$ cat src/rtl/pc_head_32_unit_if.sv
// PC head bus: next-PC value into the register and current PC out of it.
// The master computes the next PC; the slave holds the current PC.
interface pc_head_32_unit_if #(
    parameter int WIDTH = 32
);
  logic [WIDTH-1:0] addr;
  logic [WIDTH-1:0] new_addr;

  modport master (
    output addr,
    input  new_addr
  );

  modport slave (
    input  addr,
    output new_addr
  );
endinterface

$ cat src/rtl/pc_head_32_unit.sv
// Program-counter head register: loads the upstream next-PC every rising edge
// and drops to RESET_ADDR asynchronously while reset is low.
module pc_head_32_unit #(
    parameter int               WIDTH      = 32,
    parameter logic [WIDTH-1:0] RESET_ADDR = '0
) (
    input logic              clk,
    input logic              reset,
    pc_head_32_unit_if.slave pc_bus
);

  logic [WIDTH-1:0] pc_reg;

  // Plain copy of the next-PC value; alignment and arithmetic live upstream.
  always_ff @(posedge clk or negedge reset) begin
    if (!reset) begin
      pc_reg <= RESET_ADDR;
    end else begin
      pc_reg <= pc_bus.addr;
    end
  end

  assign pc_bus.new_addr = pc_reg;

endmodule

$ cat src/flat_wrapper.sv
// flat-port wrapper written by rule: the top's interface ports become plain ports
module pc_head_32_unit_flat 
#(
    parameter int               WIDTH      = 32,
    parameter logic [WIDTH-1:0] RESET_ADDR = '0
)
  (clk, reset, pc_bus_addr, pc_bus_new_addr);
  pc_head_32_unit_if #(.WIDTH(WIDTH)) pc_bus_i ();
  input logic clk;
  input logic reset;
  input wire logic [$bits(pc_bus_i.addr)-1:0] pc_bus_addr;
  output wire logic [$bits(pc_bus_i.new_addr)-1:0] pc_bus_new_addr;
  assign pc_bus_i.addr = pc_bus_addr;
  assign pc_bus_new_addr = pc_bus_i.new_addr;
  pc_head_32_unit #(.WIDTH(WIDTH), .RESET_ADDR(RESET_ADDR)) u_core (.clk(clk), .reset(reset), .pc_bus(pc_bus_i));
endmodule
$ cat config.mk
export PLATFORM = sky130hd
export DESIGN_NAME = pc_head_32_unit_flat
export DESIGN_NICKNAME = d
export VERILOG_FILES = /design/src/rtl/pc_head_32_unit_if.sv /design/src/rtl/pc_head_32_unit.sv /design/src/flat_wrapper.sv
export SDC_FILE = /design/constraint.sdc
export NUM_CORES = 1
export LEC_CHECK = 0
export CORE_ASPECT_RATIO = 0.9
export CORE_MARGIN = 2
export CORE_UTILIZATION = 25
export CTS_CLUSTER_SIZE = 24
export DETAILED_ROUTE_END_ITERATION = 10
export SYNTH_ARGS = -nofsm -noshare
export SYNTH_HDL_FRONTEND = slang
export SYNTH_SLANG_ARGS = --single-unit
$ cat constraint.sdc
create_clock -name clk -period 0.8 [get_ports clk]
set_input_delay 0.16 -clock clk [delete_from_list [all_inputs] [get_ports clk]]
set_output_delay 0.16 -clock clk [all_outputs]
set_load 0.05 [all_outputs]
Figure 1. Clock nets (run 1).
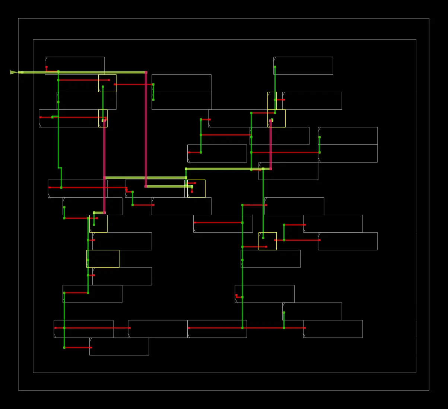
total CTS buffers: 5
Seq Cell Count: 32
CTS sink cnt: 32
CLK BUF: 8

Figure 2. Wiring heat map (run 1).
13 x 12 tiles, from dark purple (low) to yellow (high), scaled to the fullest tile. Values are wire area over tile area, all layers added.
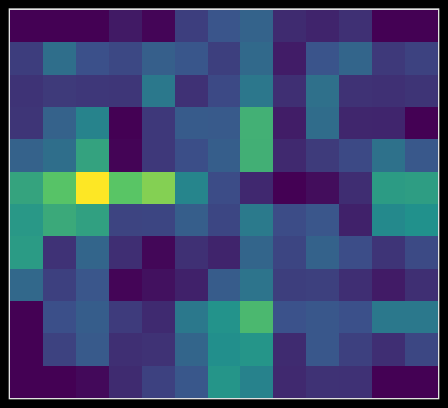
nearly empty tiles = 12%
mean over tiles = 0.089
densest ninth of the die = left middle
tiles over half the peak = 12%
fullest tile = 0.36

Figure 3. Placed cells, one colour a class (run 1).
The bar under the picture is 20 um long.
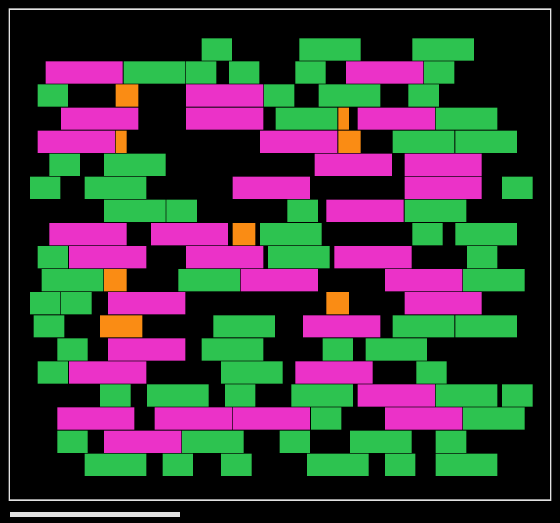
clock drivers and dummy loads -> orange  # cells 8, share of their area 3.2%
flops -> magenta  # cells 32, share of their area 43%
other buffers and delay cells -> green  # cells 66, share of their area 54%
Core Region: 3070 um^2
sequential share of cell area: 0.421
Core Util, Final: 0.621

[run 1: cell usage in the layout, fill, tap and decap left out]
cell type / Yosys / routed
clkdlybuf4s50_1: 0 / 33
buf_12: 0 / 33
dfrtp_1: 32 / 32
clkbuf_4: 0 / 5
clkbuf_1: 0 / 2
clkbuf_8: 0 / 1
[run 1: per-layer routing]
| layer | vias to the layer above | wire [um] | track usage |
|---|---|---|---|
| met4 | 0 | 39 | 0.0839 |
| met5 | - | 0 | 0 |
| li1 | 243 | - | - |
| met3 | 7 | 282 | 0.0738 |
| met1 | 261 | 548 | 0.123 |
| met2 | 38 | 1010 | 0.186 |
[run 1: layout make-up]
class                 count  area (um^2)  area share
Tap cell                 42         52.6      0.0276
Timing Repair Buffer     66          991       0.521
Clock buffer              8         58.8      0.0309
Sequential cell          32          801       0.421
[run 1: per-stage QoR]
step | setup TNS [ps] | instances | setup WS (ps)
2_1_floorplan | 0 | 32 | 54.1
3_3_place_gp | 0 | 140 | 90.7
3_5_place_dp | 0 | 140 | 81.6
4_1_cts | -8220 | 148 | -276
5_1_grt | -9010 | 148 | -296
6_report | -7420 | 148 | -249
[run 1: path summary, 6_finish.rpt]
| kind | endpoint | slack, ps | cells past startpoint |
|---|---|---|---|
| min | u_core.pc_bus.new_addr[6]$_DFF_PN0_ | 200 | 2 |
| max | pc_bus_new_addr[2] | -250 | 1 |
| max in group asynchronous | u_core.pc_bus.new_addr[0]$_DFF_PN0_ | 430 | 2 |
| min in group clk | u_core.pc_bus.new_addr[21]$_DFF_PN0_ | 270 | 1 |
[run 1: power by group]
part / switching (mW) / internal [mW] / total, mW
sequential: 0.0682 / 1.70 / 1.77
combinational: 0.387 / 0.461 / 0.849
clock: 0.474 / 0.433 / 0.908
[run 1: cell families after synthesis]
kind of cell / after synthesis
DFF: 32
==> flow_metrics.env, run 1 <==
# yosys + openroad results
export IMPL_crit_family="flip-flops"
export IMPL_crit_fanout=1
export IMPL_drtPass1Iterations=2
export IMPL_synthCells=32
export IMPL_placed_cell_area_um2=1840
export IMPL_synth_top_cell_area_share=1.00
export IMPL_drt_iter0_markers=6
export IMPL_synth_nets=66
export IMPL_slew_headroom=0.886
export IMPL_root_buffer="clkbuf_4"
export IMPL_cp_end_kind="output pin"
export IMPL_yosysMostFrequentCell="dfrtp_1"
export IMPL_status="finished, violations left"
export IMPL_setup_viol=32
export IMPL_overflow=0
export IMPL_synthAdderAreaFrac=0
export IMPL_via_count=549
export IMPL_area_leaders="dfrtp_1 100%"
export IMPL_violations="negative setup slack"
export IMPL_hold_buffers=0
export IMPL_p_leak_nw=0.845
export IMPL_path_class="reg -> out"
export IMPL_ys_flops=32
export IMPL_comb_area_um2=0
export IMPL_fp_utilization=0.261
export IMPL_antenna_left=0
export IMPL_ys_sh_simple=0
export IMPL_required_ps=640
export IMPL_hold_path_class="in -> async"
export IMPL_clkTransAtPathRegs_ps=90
export IMPL_startpoint_type="flip-flop"
export IMPL_clock_fmax_mhz=953
export IMPL_rsz0062_at_grt="true"
export IMPL_viasPerCell=3.71
export IMPL_worst_slack_ps=-249
export IMPL_nNetsFinal=139
export IMPL_routed_wirelength_mm=1.88
export IMPL_p_per_area_nw_per_um2=1850
export IMPL_final_area_um2=1900
export IMPL_dp_hpwl_mm=1.51
Figure 4. Cell area per tile (run 1).
The bar under the picture is 20 um long. 6 x 6 tiles, from dark purple (low) to yellow (high), 0 to 100% covered.
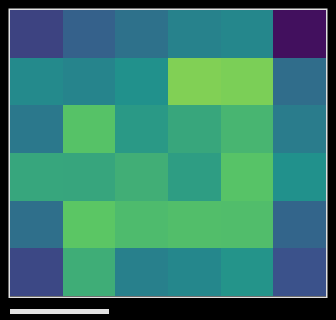

## Run 2: what changed since run 1
- GPL_TIMING_DRIVEN: unset -> 0
Figure 5. Cell area per tile (run 2).
The bar under the picture is 20 um long. 6 x 6 tiles, from dark purple (low) to yellow (high), 0 to 100% covered.
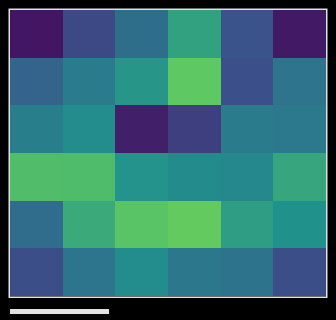
fullest tile = 76%
mean over tiles = 42%
tiles over 75% full = 2.8%
Core Util, Final: 0.524
fp_density: 0.261

==> run 2 against run 1 <==
Net effect: routed wire length is 2.9% lower; synthesized cell count stayed put; the flow finishes with violations (negative hold slack, negative setup slack); flip-flop count stayed put; largest power group unchanged; largest cell class is now registers; sequential share of layout area is 7.8 points higher; clock power is 2% higher; sequential power hardly changed; design area is 16% lower; setup slack better by 22 ps.
==> flow_metrics.env, run 2 <==
# yosys + openroad results
export IMPL_startpoint_type="flip-flop"
export IMPL_overflow=0
export IMPL_path_class="reg -> out"
export IMPL_worst_path_stages=1
export IMPL_via_count=554
export IMPL_cts_made_buffers=5
export IMPL_tns_ps=-6900
export IMPL_area_leaders="dfrtp_1 100%"
export IMPL_p_leak_nw=0.734
export IMPL_io_buffers=65
export IMPL_cp_end_kind="output pin"
export IMPL_clkTransAtPathRegs_ps=90
export IMPL_nNetsFinal=138
export IMPL_worst_slack_ps=-227
export IMPL_rsz0062_at_grt="true"
export IMPL_setup_viol=32
export IMPL_synthCells=32
export IMPL_hold_path_class="in -> async"
export IMPL_drv_slew=0
export IMPL_stdcell_count=147
export IMPL_crit_family="flip-flops"
export IMPL_whs_ps=-3.85
export IMPL_synth_top_cell_area_share=1.00
export IMPL_dp_cells=139
export IMPL_ys_flops=32
export IMPL_status="finished, violations left"
export IMPL_viasPerCell=3.77
export IMPL_drtPass1Iterations=2
export IMPL_violations="negative hold slack, negative setup slack"
export IMPL_comb_area_um2=0
export IMPL_routed_wirelength_mm=1.83
export IMPL_p_per_area_nw_per_um2=2080
export IMPL_root_buffer="clkbuf_4"
export IMPL_clock_fmax_mhz=974
export IMPL_drt_iter0_markers=19
export IMPL_dp_hpwl_mm=1.31
export IMPL_finalHoldViolations=9
export IMPL_antenna_left=0
export IMPL_required_ps=640
export IMPL_crit_end="pc_bus_new_addr[22]"
export IMPL_hold_buffers=0
export IMPL_largest_reg_flops=32
export IMPL_synth_nets=66
export IMPL_crit_fanout=1
## run 2: metal layers
metal / up-vias / share of wire / GRT usage
met5: - / 0 / 0
met4: 0 / 0.030 / 0.102
met3: 7 / 0.13 / 0.0796
met2: 39 / 0.54 / 0.173
met1: 269 / 0.30 / 0.104
li1: 239 / - / -
## run 2: where the power goes
group | switching [mW] | internal [mW] | total, mW
registers | 0.0382 | 1.70 | 1.74
clock network | 0.509 | 0.418 | 0.927
logic | 0.384 | 0.296 | 0.680
## run 2: worst min-delay path by stage
stage | startpoint | to | depth (start not counted)
floorplan | reset | u_core.pc_bus.new_addr[0]$_DFF_PN0_ | 0
global placement | pc_bus_addr[8] | u_core.pc_bus.new_addr[8]$_DFF_PN0_ | 1
detailed placement | pc_bus_addr[14] | u_core.pc_bus.new_addr[14]$_DFF_PN0_ | 1
CTS | reset | u_core.pc_bus.new_addr[27]$_DFF_PN0_ | 1
global route | reset | u_core.pc_bus.new_addr[27]$_DFF_PN0_ | 1
finish | reset | u_core.pc_bus.new_addr[27]$_DFF_PN0_ | 1
## run 2: cell type report
type,count,area [um^2],share of cell area
Tap cell,42,52.6,0.0327
Timing Repair Buffer,65,692,0.431
Sequential cell,32,801,0.498
Clock buffer,6,51.3,0.0319
Clock inverter,2,10.0,0.00623
## run 2: kinds of logic after synthesis
group	count (synthesis)	synth area share
flip-flops	32	1.00
## run 2: metrics by stage
step / utilization / area, um^2
after floorplan: - / 801
after global placement: 0.490 / 1500
after detailed placement: 0.490 / 1500
after CTS: 0.524 / 1610
after global routing: 0.524 / 1610
final: 0.524 / 1610
Power is estimated from default activity; no workload was simulated.
